$ cat src/rtl/mult_pkg.sv
// Shared types for the shift-and-add multiplier: controller state encoding,
// default operand width and the strobe bundle seen by the datapath top.
package mult_pkg;

  localparam int N_DEF = 4;
  localparam int CNT_W = $clog2(N_DEF);

  typedef enum logic [2:0] {
    S_IDLE,
    S_CLEAR,
    S_LOAD,
    S_ADD,
    S_SHIFT,
    S_FLUSH,
    S_DONE
  } mult_state_t;

  // One registered strobe per field; bit order is fixed for the datapath.
  typedef struct packed {
    logic clrp;
    logic ldm;
    logic ldq;
    logic ldp;
    logic shp;
    logic shq;
    logic busy;
    logic done;
  } mult_ctrl_t;

endpackage

$ cat src/rtl/mult_seq_ctrl_if.sv
// Handshake and strobe bundle between the multiplier controller (master)
// and the requester/datapath side (slave).
interface mult_seq_ctrl_if;

  logic start;
  logic abort;
  logic q0;
  logic clrp;
  logic ldm;
  logic ldq;
  logic ldp;
  logic shp;
  logic shq;
  logic busy;
  logic done;

  modport master (
    input  start, abort, q0,
    output clrp, ldm, ldq, ldp, shp, shq, busy, done
  );

  modport slave (
    output start, abort, q0,
    input  clrp, ldm, ldq, ldp, shp, shq, busy, done
  );

endinterface

$ cat src/rtl/mult_iter_cnt.sv
// Iteration counter for the multiplier controller: synchronous clear,
// increment enable, terminal flag when the last iteration is reached.
module mult_iter_cnt
  import mult_pkg::*;
#(
  parameter int N  = N_DEF,
  parameter int CW = $clog2(N)
) (
  input  logic clk,
  input  logic clr,
  input  logic i_clr,
  input  logic i_inc,
  output logic o_term
);

  localparam logic [CW-1:0] LAST = CW'(N - 1);

  logic [CW-1:0] r_cnt;

  // Count iterations; sync clear wins over increment.
  always_ff @(posedge clk or posedge clr) begin
    if (clr)        r_cnt <= '0;
    else if (i_clr) r_cnt <= '0;
    else if (i_inc) r_cnt <= r_cnt + 1'b1;
  end

  assign o_term = (r_cnt == LAST);

endmodule

$ cat src/rtl/mult_seq_ctrl.sv
// Control FSM for the sequential shift-and-add multiplier. All strobes are
// registered and derived from the next state, so each one is high for
// exactly the cycles the FSM occupies the matching state.
module mult_seq_ctrl
  import mult_pkg::*;
#(
  parameter int N = N_DEF
) (
  input  logic            clk,
  input  logic            clr,
  mult_seq_ctrl_if.master bus
);

  localparam int CW = (N == N_DEF) ? CNT_W : $clog2(N);

  mult_state_t r_state;
  mult_state_t w_next;
  mult_ctrl_t  r_ctrl;
  mult_ctrl_t  w_ctrl;
  logic        w_term;
  logic        w_cnt_clr;
  logic        w_cnt_inc;

  mult_iter_cnt #(
    .N  (N),
    .CW (CW)
  ) u_cnt (
    .clk    (clk),
    .clr    (clr),
    .i_clr  (w_cnt_clr),
    .i_inc  (w_cnt_inc),
    .o_term (w_term)
  );

  // State register.
  always_ff @(posedge clk or posedge clr) begin
    if (clr) r_state <= S_IDLE;
    else     r_state <= w_next;
  end

  // Next-state logic; abort overrides everything outside IDLE.
  always_comb begin
    w_next = r_state;
    case (r_state)
      S_IDLE:  if (bus.start) w_next = S_CLEAR;
      S_CLEAR: w_next = S_LOAD;
      S_LOAD:  w_next = S_ADD;
      S_ADD:   w_next = S_SHIFT;
      S_SHIFT: w_next = w_term ? S_FLUSH : S_ADD;
      S_FLUSH: w_next = S_DONE;
      S_DONE:  w_next = S_IDLE;
      default: w_next = S_IDLE;
    endcase
    if ((r_state != S_IDLE) && bus.abort) w_next = S_IDLE;
  end

  // Counter restarts on entry to LOAD and advances on each SHIFT->ADD.
  assign w_cnt_clr = (w_next == S_LOAD);
  assign w_cnt_inc = (r_state == S_SHIFT) && (w_next == S_ADD);

  // Strobe decode from the next state; ldp takes q0 as it enters ADD.
  always_comb begin
    w_ctrl      = '0;
    w_ctrl.busy = (w_next != S_IDLE);
    case (w_next)
      S_CLEAR: w_ctrl.clrp = 1'b1;
      S_LOAD: begin
        w_ctrl.ldm = 1'b1;
        w_ctrl.ldq = 1'b1;
      end
      S_ADD:   w_ctrl.ldp = bus.q0;
      S_SHIFT: begin
        w_ctrl.shp = 1'b1;
        w_ctrl.shq = 1'b1;
      end
      S_DONE:  w_ctrl.done = 1'b1;
      default: ;
    endcase
  end

  // Output register keeps every strobe glitch-free.
  always_ff @(posedge clk or posedge clr) begin
    if (clr) r_ctrl <= '0;
    else     r_ctrl <= w_ctrl;
  end

  assign bus.clrp = r_ctrl.clrp;
  assign bus.ldm  = r_ctrl.ldm;
  assign bus.ldq  = r_ctrl.ldq;
  assign bus.ldp  = r_ctrl.ldp;
  assign bus.shp  = r_ctrl.shp;
  assign bus.shq  = r_ctrl.shq;
  assign bus.busy = r_ctrl.busy;
  assign bus.done = r_ctrl.done;

endmodule
$ cat src/flat_wrapper.sv
// flat-port wrapper written by rule: the top's interface ports become plain ports
module mult_seq_ctrl_flat import mult_pkg::*;
#(
  parameter int N = N_DEF
)
  (clk, clr, bus_start, bus_abort, bus_q0, bus_clrp, bus_ldm, bus_ldq, bus_ldp, bus_shp, bus_shq, bus_busy, bus_done);
  mult_seq_ctrl_if bus_i ();
  input  logic clk;
  input  logic clr;
  input wire logic [$bits(bus_i.start)-1:0] bus_start;
  input wire logic [$bits(bus_i.abort)-1:0] bus_abort;
  input wire logic [$bits(bus_i.q0)-1:0] bus_q0;
  output wire logic [$bits(bus_i.clrp)-1:0] bus_clrp;
  output wire logic [$bits(bus_i.ldm)-1:0] bus_ldm;
  output wire logic [$bits(bus_i.ldq)-1:0] bus_ldq;
  output wire logic [$bits(bus_i.ldp)-1:0] bus_ldp;
  output wire logic [$bits(bus_i.shp)-1:0] bus_shp;
  output wire logic [$bits(bus_i.shq)-1:0] bus_shq;
  output wire logic [$bits(bus_i.busy)-1:0] bus_busy;
  output wire logic [$bits(bus_i.done)-1:0] bus_done;
  assign bus_i.start = bus_start;
  assign bus_i.abort = bus_abort;
  assign bus_i.q0 = bus_q0;
  assign bus_clrp = bus_i.clrp;
  assign bus_ldm = bus_i.ldm;
  assign bus_ldq = bus_i.ldq;
  assign bus_ldp = bus_i.ldp;
  assign bus_shp = bus_i.shp;
  assign bus_shq = bus_i.shq;
  assign bus_busy = bus_i.busy;
  assign bus_done = bus_i.done;
  mult_seq_ctrl #(.N(N)) u_core (.clk(clk), .clr(clr), .bus(bus_i));
endmodule
$ cat config.mk
export PLATFORM = sky130hd
export DESIGN_NAME = mult_seq_ctrl_flat
export DESIGN_NICKNAME = d
export VERILOG_FILES = /design/src/rtl/mult_pkg.sv /design/src/rtl/mult_seq_ctrl_if.sv /design/src/rtl/mult_iter_cnt.sv /design/src/rtl/mult_seq_ctrl.sv /design/src/flat_wrapper.sv
export SDC_FILE = /design/constraint.sdc
export NUM_CORES = 1
export LEC_CHECK = 0
export CAP_MARGIN = 20
export CORE_MARGIN = 4
export CORE_UTILIZATION = 32
export CTS_CLUSTER_SIZE = 14
export DETAILED_ROUTE_END_ITERATION = 8
export GPL_TIMING_DRIVEN = 0
export SLEW_MARGIN = 25
export SYNTH_ARGS = -nofsm -noshare
export SYNTH_HDL_FRONTEND = slang
export SYNTH_SLANG_ARGS = --single-unit
$ cat constraint.sdc
create_clock -name clk -period 5.1 [get_ports clk]
set_clock_uncertainty 0.05 [all_clocks]
set_input_delay 0.51 -clock clk [delete_from_list [all_inputs] [get_ports clk]]
set_output_delay 0.51 -clock clk [all_outputs]
set_load 0.01 [all_outputs]
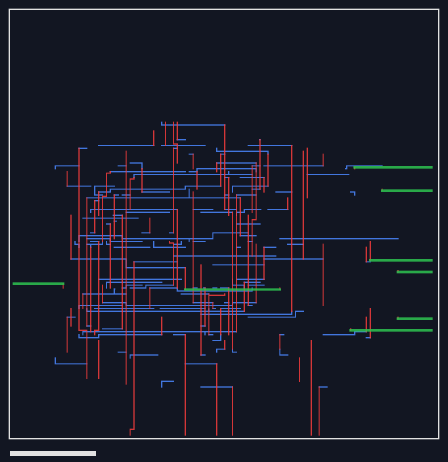
Fig. 1. Wiring by layer (run 1).
The bar under the picture is 10 um long.
Red is metal 2, wire length 488 um. Green is metal 3, wire length 55.9 um. Blue is metal 1, wire length 508 um.

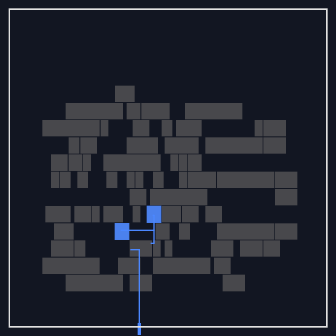
Fig. 2. I/O nets highlighted (run 1).
Blue is bus_start, direction input, edge bottom, end cells 2, wire 23.4 um.

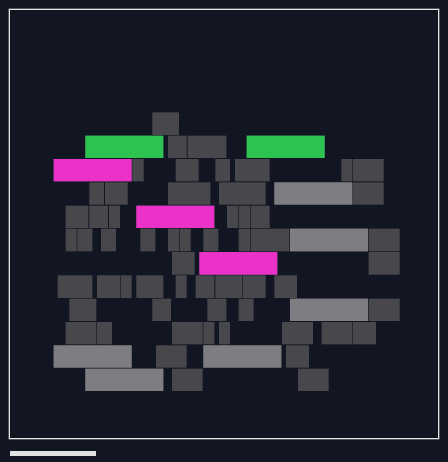
Fig. 3. Where the registers sit (run 1).
The bar under the picture is 10 um long. Other sequential cells in the stronger gray, the rest of the logic in the fainter gray.
Magenta is u_core.r_state, placed flops 3. Green is u_core.u_cnt.r_cnt, placed flops 2.
Another 6 sequential cells are not colored.
Storage cell area: 275 um2
end-of-flow core utilization: 45.7%
fraction of area in registers: 38.2%
sequential power: 0.133 mW

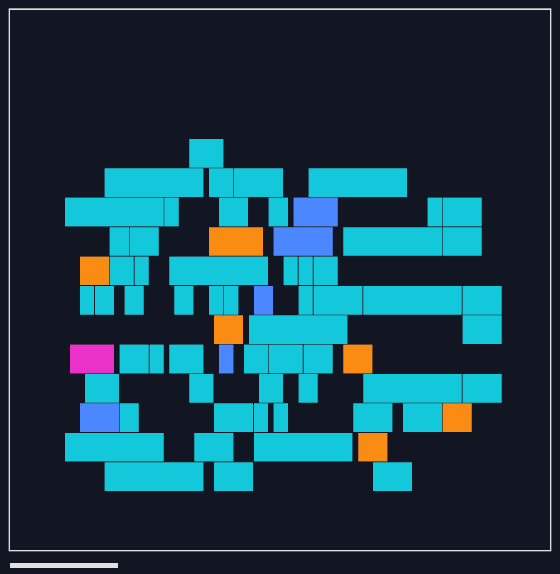
Fig. 4. Sizing map (run 1).
The bar under the picture is 10 um long.
Magenta is _6 and larger, cells 1, share 1.4%, most used buf_6. Cyan is _0 and _1 cells, cells 57, share 83%. Orange is _3 and _4 cells, cells 6, share 8.7%, most used clkbuf_4. Blue is _2 cells, cells 5, share 7.2%.

==> results.cfg, run 1 <==
; generated from flow reports
[detailed_routing]
antenna_left = 0
routed_wire_length_per_instance_um = 12.4
drt_pass_1_iters = 2

[finish]
layout-area-overhead-vs-synth_pct = 27.7
antenna-diode-count = 0

[synthesis]
synth.area.mux_share_pct = 2.00
yosys-top-cells-count = 11 x sky130_fd_sc_hd__dfrtp_1, 4 x sky130_fd_sc_hd__nor2_1, 3 x sky130_fd_sc_hd__nand2_1, 3 x sky130_fd_sc_hd__nand2b_1
aoi_share_pct = 16.6
synth.yosys.num_cells = 54
post_synth_instance_area_um2 = 564
ffs_latches_synth = 11
most_common_cell = sky130_fd_sc_hd__dfrtp_1
floorplan.nets = 60
synth.cellmix.xorXnorShare_pct = 1.55
adder_cell_fraction_of_synth_area_pct = 2.22
yosys_area_um2 = 564
yosys.cell_types.count = 32

[power_and_ir_drop]
static-leakage-power_nw = 0.318
report.power.total_mw = 0.353

[timing]
rsz0062_at_grt = no
worstMarginPinSlew_ns = 0.434
fin_setup_tns_ns = 0
layout_worst_path_cycle_share_pct = 35.0

[global_route]
grt_max_degree = 12
first_global_vias = 428
grt_antenna_before_repair = 0
global_route_wire_length_before_repair_um = 1800

[floorplanning]
fp_util_pct = 35.8
core.rowCount = 14
die_x_um = 50.0

[placed_design]
port_buffers = 11
postPlaceCellArea_um2 = 694
routabilityCongestion = 0.727

[run_status]
run_status = completed

[worst_setup_path]
required_ns = 4.54
cp-end-kind = primary output
rr_endpoint = u_core.u_cnt.r_cnt[0]
criticalPathCategory = reg2out

[clock_network]
cts_resized = 0
cts_buffer_depth = 2

[flow_run]
cap_viol_max_count = 0
run 1: state kept, by name, indices dropped and copies added (netlist names):
name	count
u_core.bus.shp	1
u_core.bus.ldp	1
u_core.u_cnt.r_cnt	2
u_core.bus.busy	1
u_core.bus.clrp	1
u_core.bus.done	1
u_core.bus.ldm	1
u_core.r_state	3
run 1: worst max-delay path: stages (launching register included):
cell	delay, ns
sky130_fd_sc_hd__dfrtp_1	0.37
sky130_fd_sc_hd__buf_4	0.13
sky130_fd_sc_hd__clkdlybuf4s50_1	0.46
run 1: power by group:
group          leakage (nW)  total [mW]  switching (mW)  internal, mW
clock                0.0150      0.0582          0.0280        0.0303
combinational         0.161       0.162          0.0788        0.0833
sequential            0.141       0.133          0.0188         0.114
total                 0.318       0.353           0.126         0.228
run 1: final cells by class:
class	instances	area, um2	share of cell area [%]
plain buffers	6	38.8	5.38
clock buffers	4	26.3	3.65
inverters	3	11.3	1.56
multi-input cells	34	239	33.2
flip-flops and latches	11	275	38.2
well taps	16	20.0	2.78
repair buffers	11	110	15.3
run 1: kinds of logic after synthesis:
logic type	count (synthesis)
AOI/OAI and AO/OA	12
buffers and inverters	9
muxes	1
and+or+nand+nor	19
DFF	11
adders and majority gates	1
xor gates and xnor gates	1
run 1: how the worst max path moves through the flow:
stage                   startpoint               endpoint
finish              u_core.bus.ldm                bus_ldq
global placement         bus_start         u_core.bus.ldp
global route        u_core.bus.ldm                bus_ldq
detailed placement       bus_start         u_core.bus.ldp
floorplan                bus_abort  u_core.u_cnt.r_cnt[0]
CTS                 u_core.bus.ldm                bus_ldq
run 1: routing by layer:
metal	track usage, %	routed length [um]	up-vias
met5	0	0	-
met4	4.15	0	0
met3	3.31	55	0
met2	14.8	487	9
met1	11.3	507	195
li1	-	-	217
==> run 1 -> run 2 <==
==> constraint.sdc (replaced) <==
create_clock -name clk -period 1.77 [get_ports clk]
set_clock_uncertainty 0.05 [all_clocks]
set_input_delay 0.177 -clock clk [delete_from_list [all_inputs] [get_ports clk]]
set_output_delay 0.177 -clock clk [all_outputs]
set_load 0.01 [all_outputs]
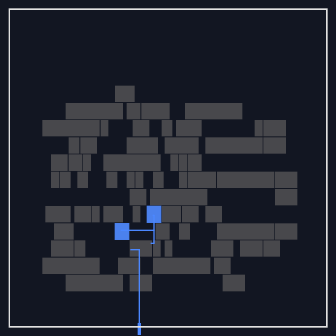
Fig. 5. I/O nets highlighted (run 2).
Blue is bus_start, direction input, edge bottom, end cells 2, wire 23.4 um.

==> run 2 against run 1 <==
  * Via count did not move
  * Critical path depth rose by 2
  * Final cell count did not move
  * Die area did not move
  * Combinational power rose to 2.9 times the previous value
  * Area after synthesis did not move
  * Global-route usage did not move
  * Critical path type is now reg2reg
  * Largest power group unchanged
==> results.cfg, run 2 <==
; generated from flow reports
[placed_design]
place.detailed.instances = 81
dp_worst_setup_slack_ns = 0.0869
hpwl_um = 769
routabilityCongestion = 0.727
postPlaceCellArea_um2 = 694
port_buffers = 11

[synthesis]
synthesis.instances = 54
topCellsByArea = sky130_fd_sc_hd__dfrtp_1 49%, sky130_fd_sc_hd__nand2b_1 3.3%, sky130_fd_sc_hd__buf_4 2.7%
ffs_latches_synth = 11
yosys_area_um2 = 564
most_common_cell = sky130_fd_sc_hd__dfrtp_1
floorplan.nets = 60
post_synth_instance_area_um2 = 564
post_synth.cell_area_avg_um2 = 10.4
ys_seq_share_pct = 48.8
synth.yosys.num_cells = 54
yosys-top-cells-count = 11 x sky130_fd_sc_hd__dfrtp_1, 4 x sky130_fd_sc_hd__nor2_1, 3 x sky130_fd_sc_hd__nand2_1, 3 x sky130_fd_sc_hd__nand2b_1
synth_async_sr_flop_share_pct = 100
synth-edff-count = 0
yosys.cell_types.count = 32

[worst_setup_path]
required_ns = 1.91
timing.critical_path.slowest_cell_delay_ns = 0.49
path_cells = ha_1 > or4b_4 > mux2_2 > o2bb2ai_2
critical_path.startpoint_type = flop
critical_path_peak_fanout = 4
criticalPathCategory = reg2reg
delay_heaviest_family_cp = simple AND/OR/NAND/NOR gates
timing.critical_path.slowest_stage_cell = sky130_fd_sc_hd__or4b_4
critical_path.n_buffers_inverters = 0
cp-end-kind = flop

[clock_network]
h-tree-depth = 1
number_of_clock_buffers_inserted_by_tritoncts = 3
clock.latency.late_pin_ns = 0.26
cts_resized = 0
tritoncts = done
cts_buffer_depth = 2
cts.repair_timing.setup_buffer_count = 0

[detailed_routing]
post_drt_via_cell_ratio = 4.95
drt_wl_total_um = 1050
routed_wire_length_per_instance_um = 12.4
drt_pass_1_iters = 2
antenna_left = 0
drt_iter0_drc = 2
num_vias = 421

[power_and_ir_drop]
p_seq_share_pct = 37.6
static-leakage-power_nw = 0.318
clockPowerShare_pct = 16.5
net-switching-power_mw = 0.362
power_density_nw_per_um2 = 1410
power_frac_comb_pct = 45.9
switching_share_pct = 35.5
cellInternalPower_mw = 0.656
report.power.total_mw = 1.02

[timing]
worstMarginPinSlew_ns = 0.434
fmax_ghz = 0.590
drv_slew = 0
timing.max_slew.rel_slack_pct = 71.0
layout_worst_path_cycle_share_pct = 95.8
rsz0062_at_grt = no
hold_viol = 0
whs_ns = 0.0536
fin_setup_tns_ns = 0

[global_route]
grt_antenna_before_repair = 0
grt_max_degree = 12
first_global_vias = 428
global_route_wire_length_before_repair_um = 1800
leftover_overflow_at_the_end_of_global_routing = 0

[finish]
end_of_flow_core_utilization_pct = 45.7
reg.largest.list = u_core.r_state x3, u_core.u_cnt.r_cnt x2
nets = 76
layoutNonFillerInstCount = 85
antenna-diode-count = 0
highest_count_cells_in_the_layout_ignoring_fill_and_taps = 11 x sky130_fd_sc_hd__clkdlybuf4s50_1, 11 x sky130_fd_sc_hd__dfrtp_1, 4 x sky130_fd_sc_hd__nor2_1
regMostFlops = u_core.r_state
layout.area.seq_um2 = 275
layout-drive-gt1-share_pct = 17.4
largest_register_ff_count = 3
logic_area_um2 = 239

[flow_run]
log.warning_count = 26
cap_viol_max_count = 0

[run_status]
run_status = completed

[floorplanning]
die_h_um = 50.0
die_x_um = 50.0
core.rowCount = 14
core_region_area_um2 = 1580
fp_util_pct = 35.8
io_pins = 13

[hold_path]
worstHoldPathType = in2reg
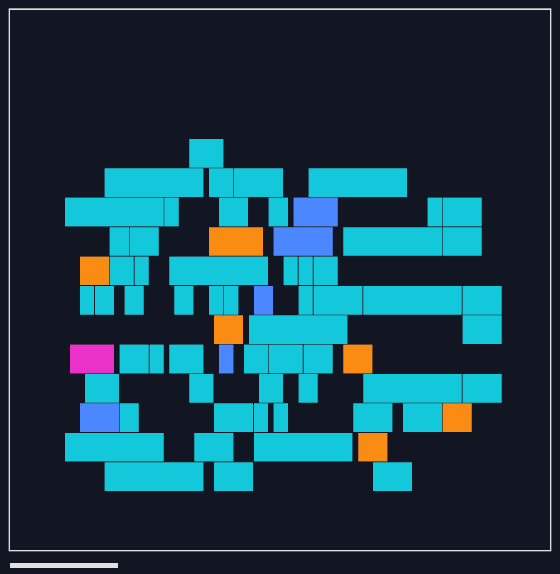
Fig. 6. Sizing map (run 2).
The bar under the picture is 10 um long.
Blue is _2 cells, cells 5, share 7.2%. Magenta is _6 and larger, cells 1, share 1.4%, most used buf_6. Orange is _3 and _4 cells, cells 6, share 8.7%, most used clkbuf_4. Cyan is _0 and _1 cells, cells 57, share 83%.
Non-CTS buffers: 17
Worst Setup Slack, final: 0.0742 ns
final instance area: 721 um2
layout overhead on the synthesized area: 27.7%

==> run 2: cell families after synthesis <==
group	after synthesis	synth area share [%]
simple gates	19	20.0
fa+ha+maj	1	2.22
flops	11	48.8
xor+xnor	1	1.55
compound gates	12	16.6
buf+inv	9	8.87
mux	1	2.00
==> run 2: power by group through the flow <==
stage          registers (mW)  logic [mW]  clock network [mW]
6_report                0.383       0.467               0.168
2_1_floorplan           0.396       0.304                   0
3_3_place_gp            0.387       0.460                   0
3_5_place_dp            0.387       0.469                   0
4_1_cts                 0.383       0.471               0.178
5_1_grt                 0.394       0.520               0.188
==> run 2: final timing paths <==
path	from	end	slack (ns)	cells past startpoint
hold / removal	bus_abort	u_core.r_state[1]	0.05	2
min in group asynchronous	clr	u_core.bus.done	0.15	2
setup / recovery	u_core.u_cnt.r_cnt[0]	u_core.u_cnt.r_cnt[0]	0.07	4
setup reg to reg	u_core.u_cnt.r_cnt[0]	u_core.u_cnt.r_cnt[0]	0.07	4
max in group asynchronous	clr	u_core.bus.clrp	1.22	2
hold reg to reg	u_core.u_cnt.r_cnt[1]	u_core.u_cnt.r_cnt[1]	0.46	1
==> run 2: area by class of cell <==
| cell class | instances | share of cell area [%] |
|---|---|---|
| flip-flops and latches | 11 | 38.2 |
| multi-input cells | 34 | 33.2 |
| repair buffers | 11 | 15.3 |
| plain buffers | 6 | 5.38 |
| clock buffers | 4 | 3.65 |
| well taps | 16 | 2.78 |
| inverters | 3 | 1.56 |
==> run 2: metal layers <==
layer | part of all wire (%) | global-route usage, % | vias up
met5 | 0 | 0 | -
met4 | 0 | 4.15 | 0
met3 | 5.2 | 3.31 | 0
met2 | 46 | 14.8 | 9
met1 | 48 | 11.3 | 195
li1 | - | - | 217
No activity file was given, so power comes from the tool's default toggle rates.
